### config.mk
export PLATFORM = sky130hd
export DESIGN_NAME = gauss_sa_driver
export DESIGN_NICKNAME = d
export VERILOG_FILES = /design/src/rtl/gauss_sa_driver.sv
export SDC_FILE = /design/constraint.sdc
export NUM_CORES = 1
export LEC_CHECK = 0
export CAP_MARGIN = 20
export CORE_MARGIN = 5
export CORE_UTILIZATION = 37
export DETAILED_ROUTE_END_ITERATION = 6
export PLACE_DENSITY = 0.64
export SLEW_MARGIN = 5
export SYNTH_ARGS = -nofsm -noshare
export SYNTH_HDL_FRONTEND = slang
export SYNTH_SLANG_ARGS = --single-unit
export TNS_END_PERCENT = 20
### constraint.sdc
create_clock -name clk -period 2.39 [get_ports clk]
set_clock_uncertainty 0.1 [all_clocks]
set_input_delay 0.717 -clock clk [delete_from_list [all_inputs] [get_ports clk]]
set_output_delay 0.717 -clock clk [all_outputs]
set_load 0.1 [all_outputs]
### src/rtl/gauss_sa_driver.sv
// Host-side driver for the GF(2) Gaussian-elimination systolic array.
// Buffers a host-written matrix, streams it one row per cycle into the array, and captures the de-skewed result.
module gauss_sa_driver #(
  parameter int DAT_W   = 4,
  parameter int N_ROWS  = 4,
  parameter int RES_DLY = 0,
  parameter int TIMEOUT = 64,
  localparam int AW     = $clog2(N_ROWS),
  localparam int PW     = $clog2(N_ROWS + 1)
) (
  input  logic             clk,
  input  logic             rst_b,
  input  logic             wr_en,
  input  logic [DAT_W-1:0] wr_data,
  input  logic             wr_swap,
  input  logic             go,
  input  logic             go_mode,
  output logic             sa_start,
  output logic             sa_swap,
  output logic             sa_mode,
  output logic [DAT_W-1:0] sa_data,
  input  logic             sa_finish,
  input  logic             sa_full_rank,
  input  logic [DAT_W-1:0] sa_result,
  output logic             busy,
  output logic             done,
  output logic             full_rank_q,
  output logic             err_go,
  output logic             err_timeout,
  input  logic [AW-1:0]    rd_addr,
  output logic [DAT_W-1:0] rd_data
);

  typedef enum logic [2:0] {
    S_IDLE,
    S_LOAD,
    S_FEED,
    S_WAIT,
    S_COLLECT
  } state_t;

  state_t           state_q, state_d;
  logic [PW-1:0]    wr_ptr_q, wr_ptr_d;
  logic [7:0]       cnt_q, cnt_d;
  logic [DAT_W:0]   row_q [N_ROWS];
  logic [DAT_W:0]   row_d [N_ROWS];
  logic [DAT_W-1:0] res_q [N_ROWS];
  logic [DAT_W-1:0] res_d [N_ROWS];
  logic             sa_start_q, sa_start_d;
  logic             sa_swap_q, sa_swap_d;
  logic             sa_mode_q, sa_mode_d;
  logic [DAT_W-1:0] sa_data_q, sa_data_d;
  logic             done_q, done_d;
  logic             full_rank_d;
  logic             err_go_q, err_go_d;
  logic             err_timeout_q, err_timeout_d;
  logic             go_ok;
  logic [7:0]       slot;

  // go is judged against the pre-write pointer, so a same-cycle write cannot make it acceptable.
  assign go_ok = (state_q == S_LOAD) && (wr_ptr_q == PW'(N_ROWS));
  // Result slot index; wraps to a large value while skipping the first RES_DLY cycles.
  assign slot  = cnt_q - 8'(RES_DLY);

  always_comb begin
    state_d       = state_q;
    wr_ptr_d      = wr_ptr_q;
    cnt_d         = cnt_q;
    row_d         = row_q;
    res_d         = res_q;
    sa_start_d    = 1'b0;
    sa_swap_d     = 1'b0;
    sa_data_d     = '0;
    sa_mode_d     = sa_mode_q;
    done_d        = done_q;
    full_rank_d   = full_rank_q;
    err_go_d      = go && !go_ok;
    err_timeout_d = err_timeout_q;

    case (state_q)
      S_IDLE, S_LOAD: begin
        if (wr_en) begin
          done_d = 1'b0;
          if (wr_ptr_q < PW'(N_ROWS)) begin
            row_d[wr_ptr_q[AW-1:0]] = {wr_swap, wr_data};
            wr_ptr_d                = wr_ptr_q + PW'(1);
            state_d                 = S_LOAD;
          end
        end
        if (go && go_ok) begin
          sa_mode_d     = go_mode;
          err_timeout_d = 1'b0;
          done_d        = 1'b0;
          cnt_d         = '0;
          state_d       = S_FEED;
        end
      end

      S_FEED: begin
        sa_data_d  = row_q[cnt_q[AW-1:0]][DAT_W-1:0];
        sa_swap_d  = row_q[cnt_q[AW-1:0]][DAT_W];
        sa_start_d = (cnt_q == 8'd0);
        if (cnt_q == 8'(N_ROWS - 1)) begin
          cnt_d   = '0;
          state_d = S_WAIT;
        end else begin
          cnt_d = cnt_q + 8'd1;
        end
      end

      S_WAIT: begin
        if (sa_finish) begin
          full_rank_d = sa_full_rank;
          cnt_d       = '0;
          state_d     = S_COLLECT;
        end else if (cnt_q == 8'(TIMEOUT - 1)) begin
          err_timeout_d = 1'b1;
          wr_ptr_d      = '0;
          done_d        = 1'b0;
          cnt_d         = '0;
          state_d       = S_IDLE;
        end else begin
          cnt_d = cnt_q + 8'd1;
        end
      end

      S_COLLECT: begin
        if (slot < 8'(N_ROWS)) begin
          res_d[slot[AW-1:0]] = sa_result;
        end
        if (slot == 8'(N_ROWS - 1)) begin
          done_d   = 1'b1;
          wr_ptr_d = '0;
          cnt_d    = '0;
          state_d  = S_IDLE;
        end else begin
          cnt_d = cnt_q + 8'd1;
        end
      end

      default: begin
        state_d = S_IDLE;
      end
    endcase
  end

  always_ff @(posedge clk or negedge rst_b) begin
    if (!rst_b) begin
      state_q       <= S_IDLE;
      wr_ptr_q      <= '0;
      cnt_q         <= '0;
      for (int i = 0; i < N_ROWS; i++) begin
        row_q[i] <= '0;
        res_q[i] <= '0;
      end
      sa_start_q    <= 1'b0;
      sa_swap_q     <= 1'b0;
      sa_mode_q     <= 1'b0;
      sa_data_q     <= '0;
      done_q        <= 1'b0;
      full_rank_q   <= 1'b0;
      err_go_q      <= 1'b0;
      err_timeout_q <= 1'b0;
    end else begin
      state_q       <= state_d;
      wr_ptr_q      <= wr_ptr_d;
      cnt_q         <= cnt_d;
      row_q         <= row_d;
      res_q         <= res_d;
      sa_start_q    <= sa_start_d;
      sa_swap_q     <= sa_swap_d;
      sa_mode_q     <= sa_mode_d;
      sa_data_q     <= sa_data_d;
      done_q        <= done_d;
      full_rank_q   <= full_rank_d;
      err_go_q      <= err_go_d;
      err_timeout_q <= err_timeout_d;
    end
  end

  assign sa_start    = sa_start_q;
  assign sa_swap     = sa_swap_q;
  assign sa_mode     = sa_mode_q;
  assign sa_data     = sa_data_q;
  assign busy        = (state_q == S_FEED) || (state_q == S_WAIT) || (state_q == S_COLLECT);
  assign done        = done_q;
  assign err_go      = err_go_q;
  assign err_timeout = err_timeout_q;
  assign rd_data     = res_q[rd_addr];

endmodule

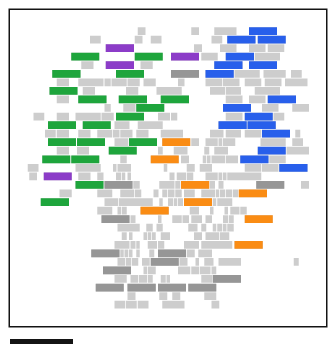
**Above:** run 1 (sequential cells colored by netlist name).
Bar = 20 microns.
Key: green = row_q [placed flops 20]; blue = res_q [placed flops 16]; orange = cnt_q [placed flops 8]; purple = sa_data [placed flops 4]
Another 13 sequential cells are not colored.

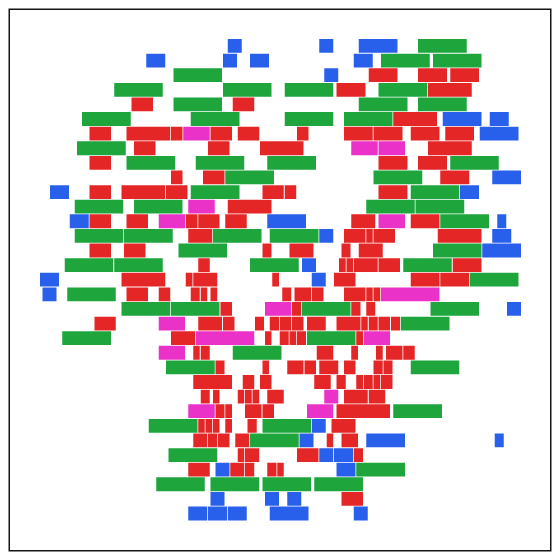
**Above:** run 1 (cell classes on the final placement).
Key: green = flops [cells 61, share of their area 42%]; magenta = clock drivers and dummy loads [cells 15, share of their area 6.4%]; red = combinational and other logic [cells 159, share of their area 40%]; blue = other buffers and delay cells [cells 41, share of their area 12%]
final core utilization: 46.6%
summed area of non-filler cells in the final layout: 3770 sq um
Placeable Area: 8090 sq um
FP Rows: 33
flop share of the area: 40.5%

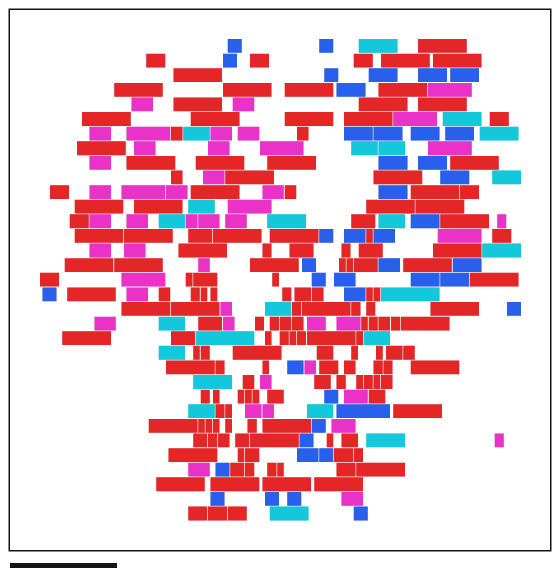
**Above:** run 1 (drive-strength map).
Bar = 20 microns.
Key: red = _0 and _1 cells [cells 166, share 60%, most used dfrtp_1]; blue = _3 and _4 cells [cells 42, share 15%, most used buf_4]; cyan = _6 and larger [cells 23, share 8.3%, most used clkbuf_8]; magenta = _2 cells [cells 45, share 16%, most used mux2_2]

==> run summary, run 1 <==
largest voltage drop on the vdd net -> 0.000408 V
Hold Fails Final Rpt -> 0
Synth top cell by count -> sky130_fd_sc_hd__dfrtp_1
transition time of the tightest slew-check pin -> 0.496 ns
full die area -> 10100 sq um
largest net degree at the start of global routing -> 23
number of library cell types mapped by synthesis -> 47
leak pwr -> 1.74 nW
number of sequential cells in the layout -> 61
number of gates given a new drive strength after cts -> 7
clock input transition at the sequential cells of the worst setup and hold paths -> 0.07 ns
Commonest Layout Cell -> sky130_fd_sc_hd__dfrtp_1
bufs w/o clock -> 41
Final Max Tran Viols -> 0
Ant. Diodes -> 0
number of global-route vias before repair -> 2009
final-layout clock buffer total -> 12
run status -> completed
portion of the layout cell area used by non-clock buffers -> 11.5%
Register-to-Register Setup Slack -> 0.44 ns
number of top-level pins -> 34
count of cell instances traversed by the critical path -> 3
prevailing post-synth register cell -> sky130_fd_sc_hd__dfrtp_1
post-CTS repair timing setup buffer count -> 0
top flop regs -> row_q: 20 flops, res_q: 16 flops, cnt_q: 8 flops
Hold WC Path Type -> primary input to asynchronous set/reset pin
layout cell share with drive strength beyond 1 -> 39.9%
combinational share of cell area -> 37.6%
CP delay by family, top -> multiplexers
worst reg2reg endpoint -> cnt_q[7]$_DFFE_PN0P_
initial detailed-routing violation count -> 72
power density relative to cell area -> 1170 nW/um^2
slowest CP cell -> sky130_fd_sc_hd__mux4_2
top cell class by occupied area -> registers
number of clock sinks seen by CTS -> 61
==> run 1: power by group <==
group | internal, mW | switching (mW)
logic | 0.828 | 0.952
clock network | 0.667 | 0.403
registers | 1.38 | 0.201
total | 2.87 | 1.56
==> run 1: kinds of logic (layout without fill, tap and decap cells) <==
kind of cell             Yosys count  count (layout)  share of synthesized area, %
multiplexers                      47              47                          22.8
XOR/XNOR                           1               1                         0.289
AND-OR/OR-AND                     32              32                          7.43
flip-flops                        61              61                          50.3
adder cells (fa/ha/maj)            8               8                          3.30
buffers and inverters             16              64                          2.85
AND/OR/NAND/NOR                   63              63                          13.0
**Run 1: clock nets**

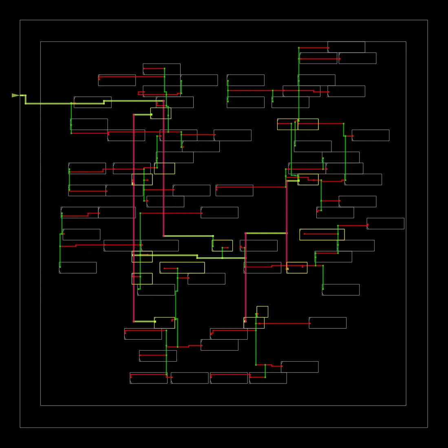

==> run 1 -> run 2 <==
- PLACE_DENSITY: 0.64 -> 0.53
- SETUP_SLACK_MARGIN: unset -> 0.05
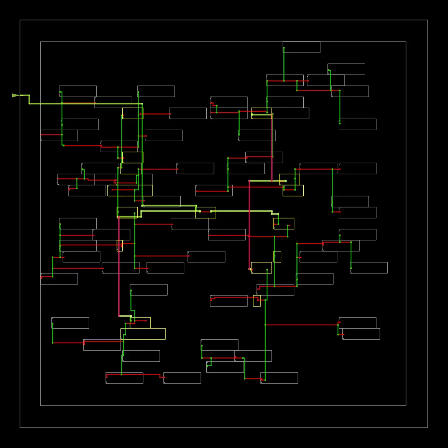
**Above:** run 2 (clock nets).
number of clock sinks seen by CTS: 61
number of sequential cells in the layout: 61
final-layout clock buffer total: 12

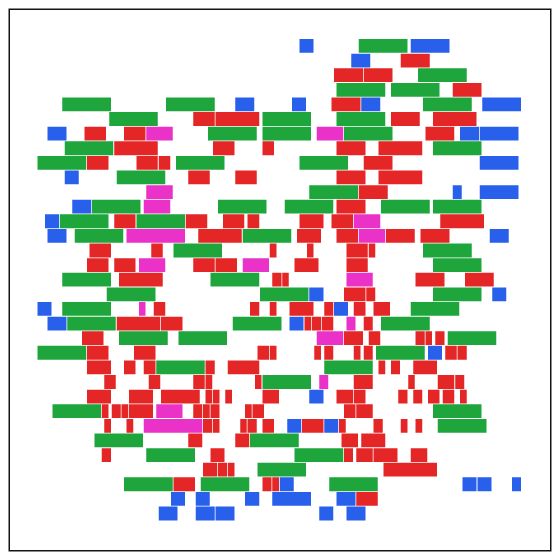
**Above:** run 2 (cell classes on the final placement).
Key: red = combinational and other logic [cells 159, share of their area 40%]; green = flops [cells 61, share of their area 42%]; blue = other buffers and delay cells [cells 42, share of their area 12%]; magenta = clock drivers and dummy loads [cells 16, share of their area 6.2%]

==> run 2 against run 1 <==
Compared with the run above: clock power shrank 4%; core utilization is 0.15 points lower; non-clock buffer count is 1 higher; maximum frequency rose by 0.74%; via count shrank 0.58%; highest routed layer unchanged; critical endpoint is now rd_data[2]; critical path type unchanged; sequential power barely moved; synthesized area is the same; critical path depth stayed put; final cell count grew 0.52%; sequential cell count is the same; global-route usage increased by 0.41 points; total power decreased by 0.54%.
==> run summary, run 2 <==
area fraction in compound gates after synthesis -> 7.43% (unchanged)
slowest CP cell -> sky130_fd_sc_hd__mux4_2
full die area -> 10100 sq um (unchanged)
top flop regs -> row_q: 20 flops, res_q: 16 flops, cnt_q: 8 flops
Worst Hold Slack -> 0.270 ns
number of cells in the yosys synthesis report -> 228
GR met1 Demand/Resource -> 18.5%
main logic family after synthesis -> multiplexers
sequential fraction of the synthesis area -> 50.3%
Ant. Diodes -> 0 (unchanged)
largest voltage drop on the vdd net -> 0.000560 V (+37%)
final tally of setup violations -> 0
worst reg2reg endpoint -> cnt_q[7]$_DFFE_PN0P_
share of synthesized registers carrying an async set or reset -> 100%
power density relative to cell area -> 1170 nW/um^2 (-0.21%)
CP delay by family, top -> multiplexers
Synth top cell by count -> sky130_fd_sc_hd__dfrtp_1
post-synth tally of flip-flops with integrated enable -> 0
run status -> completed
gp weighted congestion -> 0.733
post-synthesis cell type with the largest combined area -> sky130_fd_sc_hd__dfrtp_1
largest driver fanout on the critical path -> 4
Register-to-Register Setup Slack -> 0.38 ns (-0.06 ns)
post-CTS repair timing setup buffer count -> 0 (unchanged)
area fraction in mux cells -> 22.8% (unchanged)
largest net degree at the start of global routing -> 38 (+65%)
Hold Fails Final Rpt -> 0 (unchanged)
Critical Path, Cell by Cell -> buf_12 -> mux4_2 -> buf_12
FP Rows -> 33 (unchanged)
grt peak-use layer -> met2
R2R depth -> 6
CP endpoint -> rd_data[2]
Root Buffer -> sky130_fd_sc_hd__clkbuf_8
count of cell instances traversed by the critical path -> 3 (unchanged)
Placeable Area -> 8090 sq um (unchanged)
CP arrival -> 1.53 ns
arithmetic-cell share of the synthesized area counting full adders, half adders and majority gates -> 3.30% (unchanged)
clock input transition at the sequential cells of the worst setup and hold paths -> 0.07 ns (about the same)
Final Max Tran Viols -> 0 (unchanged)
total buffers and inverters traversed by the critical path -> 2
met2 routed wirelength -> 2800 microns
tool warnings -> 34
final core utilization -> 46.5% (-0.15 points)
Worst-Skew Late Latency -> 0.33 ns
max-cap viol count -> 0
number of top-level pins -> 34 (unchanged)
initial detailed-routing violation count -> 56 (-22%)
most frequent cells after synthesis -> sky130_fd_sc_hd__dfrtp_1 (61), sky130_fd_sc_hd__mux2_2 (22), sky130_fd_sc_hd__mux2_4 (16), sky130_fd_sc_hd__nor2_1 (12), sky130_fd_sc_hd__nand2_1 (11)
number of global-route vias before repair -> 2063 (+2.7%)
summed area of non-filler cells in the final layout -> 3760 sq um (-0.33%)
fin cells -> 383
RSZ-0062 raised after global routing -> yes
FP Util -> 37.5%
number of antenna violations at the first check in global routing -> 0
share of synthesized cell area in and, or, nand and nor gates -> 13.0% (unchanged)
Hold WC Path Type -> primary input to asynchronous set/reset pin
layout cell share with drive strength beyond 1 -> 39.9% (+0.073 points)
Die H -> 101 microns
timing startpoint of the critical path -> rd_addr[0]
Buffers on Ports -> 33
number of gates given a new drive strength after cts -> 8 (+1)
number of warning messages in the yosys log -> 0
xor and xnor area share after synthesis -> 0.289% (unchanged)
most used cell, CP -> sky130_fd_sc_hd__buf_12
met3 Use GR -> 2.84%
biggest area contributors in the synthesized netlist -> sky130_fd_sc_hd__dfrtp_1 (50%), sky130_fd_sc_hd__mux2_2 (8.2%), sky130_fd_sc_hd__mux2_4 (7.9%)
critical path class -> primary input to output pin
Detailed Place HPWL -> 4310 microns
transition time of the tightest slew-check pin -> 0.492 ns (-0.00453 ns)
prevailing post-synth register cell -> sky130_fd_sc_hd__dfrtp_1
launching point of the worst reg2reg path -> cnt_q[0]$_DFFE_PN0P_
Setup WS pre-CTS -> -0.490 ns
Commonest Layout Cell -> sky130_fd_sc_hd__dfrtp_1
GR Overflow Total -> 0
number of library cell types mapped by synthesis -> 47 (unchanged)
cell area after synthesis -> 3030 sq um
count of hold buffers inserted by post-cts repair -> 0
leak pwr -> 1.74 nW (about the same)
-- run 2: power by group --
group	internal, mW	total [mW]	switching, mW	leakage, nW
Sequential	1.38	1.58	0.200	0.756
Clock	0.641	1.03	0.393	0.116
Combinational	0.834	1.79	0.960	0.867
Total	2.85	4.40	1.55	1.74
-- run 2: cell type report --
type	instances	area (sq um)
Fill cell	776	4330
Sequential cell	61	1530
Multi-Input combinational cell	151	1430
Timing Repair Buffer	42	420
Clock buffer	12	155
Tap cell	105	131
Clock inverter	4	70.1
Inverter	8	30.0
-- run 2: worst reg2reg max path, delay by kind of cell, from the launching register on --
kind                     cells  cell delay [ns]
AND-OR/OR-AND                3             0.80
adder cells (fa/ha/maj)      1             0.20
flip-flops                   1             0.35
AND/OR/NAND/NOR              2             0.44
==> run 2 -> run 3 <==
- SLEW_MARGIN: 5 -> 40
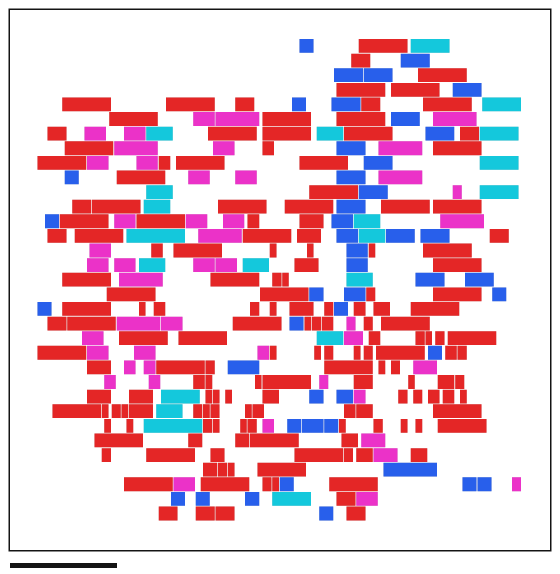
**Above:** run 3 (drive-strength map).
Bar = 20 microns.
Key: red = _0 and _1 cells [cells 167, share 60%, most used dfrtp_1]; cyan = _6 and larger [cells 20, share 7.2%, most used clkbuf_8]; blue = _3 and _4 cells [cells 45, share 16%, most used buf_4]; magenta = _2 cells [cells 46, share 17%, most used mux2_2]

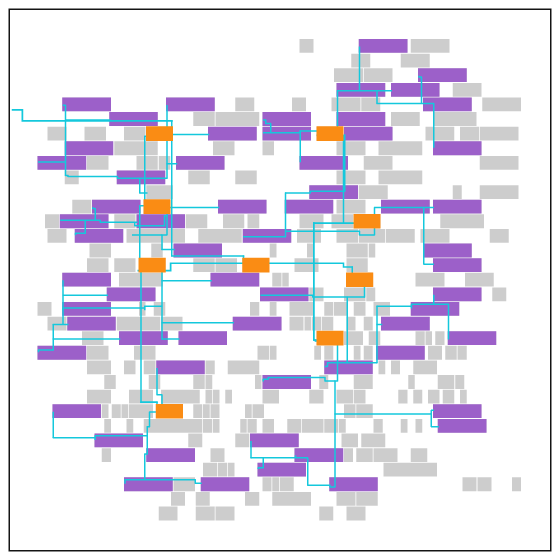
**Above:** run 3 (routed clock nets over the placement).
Key: purple = flip-flops [count 61]; orange = clock drivers [count 9]; cyan = clock wires [length 853 microns]
Position of the flops: spread over the die.
Worst-Skew Late Latency: 0.33 ns
proportion of power drawn by the clock network: 23.5%
power consumed by the clock network: 1.03 mW

==> run 3 against run 2 <==
Compared with the run above: routed wire length unchanged; largest cell class unchanged; die size unchanged; non-clock buffer count unchanged; critical endpoint unchanged; total power unchanged.
==> run summary, run 3 <==
FP Rows -> 33 (unchanged)
Buffers on Ports -> 33 (unchanged)
number of gates given a new drive strength after cts -> 8 (unchanged)
sequential fraction of the synthesis area -> 50.3% (unchanged)
share of synthesized registers carrying an async set or reset -> 100% (unchanged)
critical path class -> primary input to output pin
number of clock sinks seen by CTS -> 61 (unchanged)
CP arrival -> 1.53 ns (about the same)
number of library cell types mapped by synthesis -> 47 (unchanged)
Setup WS pre-CTS -> -0.490 ns (unchanged)
main logic family after synthesis -> multiplexers
Int Pwr -> 2.85 mW (unchanged)
timing startpoint of the critical path -> rd_addr[0]
summed area of non-filler cells in the final layout -> 3760 sq um (unchanged)
GR Overflow Total -> 0 (unchanged)
area fraction in compound gates after synthesis -> 7.43% (unchanged)
Die H -> 101 microns (unchanged)
Commonest Layout Cell -> sky130_fd_sc_hd__dfrtp_1
most frequent cells after synthesis -> sky130_fd_sc_hd__dfrtp_1 (61), sky130_fd_sc_hd__mux2_2 (22), sky130_fd_sc_hd__mux2_4 (16), sky130_fd_sc_hd__nor2_1 (12), sky130_fd_sc_hd__nand2_1 (11)
count of cell instances traversed by the critical path -> 3 (unchanged)
top flop regs -> row_q: 20 flops, res_q: 16 flops, cnt_q: 8 flops
post-synthesis cell type with the largest combined area -> sky130_fd_sc_hd__dfrtp_1
R2R depth -> 6 (unchanged)
full die area -> 10100 sq um (unchanged)
met3 Use GR -> 2.84% (unchanged)
Worst Hold Slack -> 0.270 ns (unchanged)
clock input transition at the sequential cells of the worst setup and hold paths -> 0.07 ns (about the same)
FP Util -> 37.5% (unchanged)
switching part of the total -> 35.3% (unchanged)
launching point of the worst reg2reg path -> cnt_q[0]$_DFFE_PN0P_
post-synth tally of flip-flops with integrated enable -> 0 (unchanged)
number of warning messages in the yosys log -> 0 (unchanged)
Hold WC Path Type -> primary input to asynchronous set/reset pin
launching element type of the critical path -> primary input
run status -> completed
met2 routed wirelength -> 2800 microns (unchanged)
transition time of the tightest slew-check pin -> 0.492 ns (unchanged)
final tally of setup violations -> 0 (unchanged)
CP delay by family, top -> multiplexers
switching component of the power -> 1.55 mW (unchanged)
fin cells -> 383 (unchanged)
Final Max Tran Viols -> 0 (unchanged)
Final Net Count -> 299
Biggest consumer -> combinational logic
largest voltage drop on the vdd net -> 0.000560 V (unchanged)
number of antenna violations at the first check in global routing -> 0 (unchanged)
largest net degree at the start of global routing -> 38 (unchanged)
Placeable Area -> 8090 sq um (unchanged)
initial detailed-routing violation count -> 56 (unchanged)
Critical Path, Cell by Cell -> buf_12 -> mux4_2 -> buf_12
gp weighted congestion -> 0.733 (unchanged)
area used by multi-input combinational logic -> 1430 sq um (unchanged)
final core utilization -> 46.5% (unchanged)
total buffers and inverters traversed by the critical path -> 2 (unchanged)
Root Buffer -> sky130_fd_sc_hd__clkbuf_8
largest driver fanout on the critical path -> 4 (unchanged)
area occupied by registers -> 1530 sq um (unchanged)
cell area after synthesis -> 3030 sq um (unchanged)
slowest CP cell -> sky130_fd_sc_hd__mux4_2
Ant. Diodes -> 0 (unchanged)
arithmetic-cell share of the synthesized area counting full adders, half adders and majority gates -> 3.30% (unchanged)
Hold Fails Final Rpt -> 0 (unchanged)
leak pwr -> 1.74 nW (unchanged)
number of global-route vias before repair -> 2063 (unchanged)
most used cell, CP -> sky130_fd_sc_hd__buf_12
xor and xnor area share after synthesis -> 0.289% (unchanged)
Synth top cell by count -> sky130_fd_sc_hd__dfrtp_1
layout cell share with drive strength beyond 1 -> 39.9% (unchanged)
max-cap viol count -> 0 (unchanged)
P_seq -> 1.58 mW (about the same)
Comb. pwr -> 1.79 mW (about the same)
RSZ-0062 raised after global routing -> yes
biggest area contributors in the synthesized netlist -> sky130_fd_sc_hd__dfrtp_1 (50%), sky130_fd_sc_hd__mux2_2 (8.2%), sky130_fd_sc_hd__mux2_4 (7.9%)
register share of total power -> 35.8% (about the same)
worst reg2reg endpoint -> cnt_q[7]$_DFFE_PN0P_
Register-to-Register Setup Slack -> 0.38 ns (about the same)
area fraction in mux cells -> 22.8% (unchanged)
run 3: cell type report:
| type | instances | share of cell area (%) |
|---|---|---|
| Clock inverter | 4 | 1.86 |
| Tap cell | 105 | 3.49 |
| Timing Repair Buffer | 42 | 11.2 |
| Clock buffer | 12 | 4.13 |
| Inverter | 8 | 0.798 |
| Multi-Input combinational cell | 151 | 38.0 |
| Sequential cell | 61 | 40.6 |
run 3: worst reg2reg max path, stage by stage (launching register included):
cell and delay, ns:
sky130_fd_sc_hd__dfrtp_1 0.35, sky130_fd_sc_hd__ha_1 0.20, sky130_fd_sc_hd__nand3_2 0.18, sky130_fd_sc_hd__o41ai_4 0.46
sky130_fd_sc_hd__nand2_2 0.26, sky130_fd_sc_hd__a41oi_1 0.28, sky130_fd_sc_hd__a31oi_1 0.06
Power is estimated from default activity; no workload was simulated.
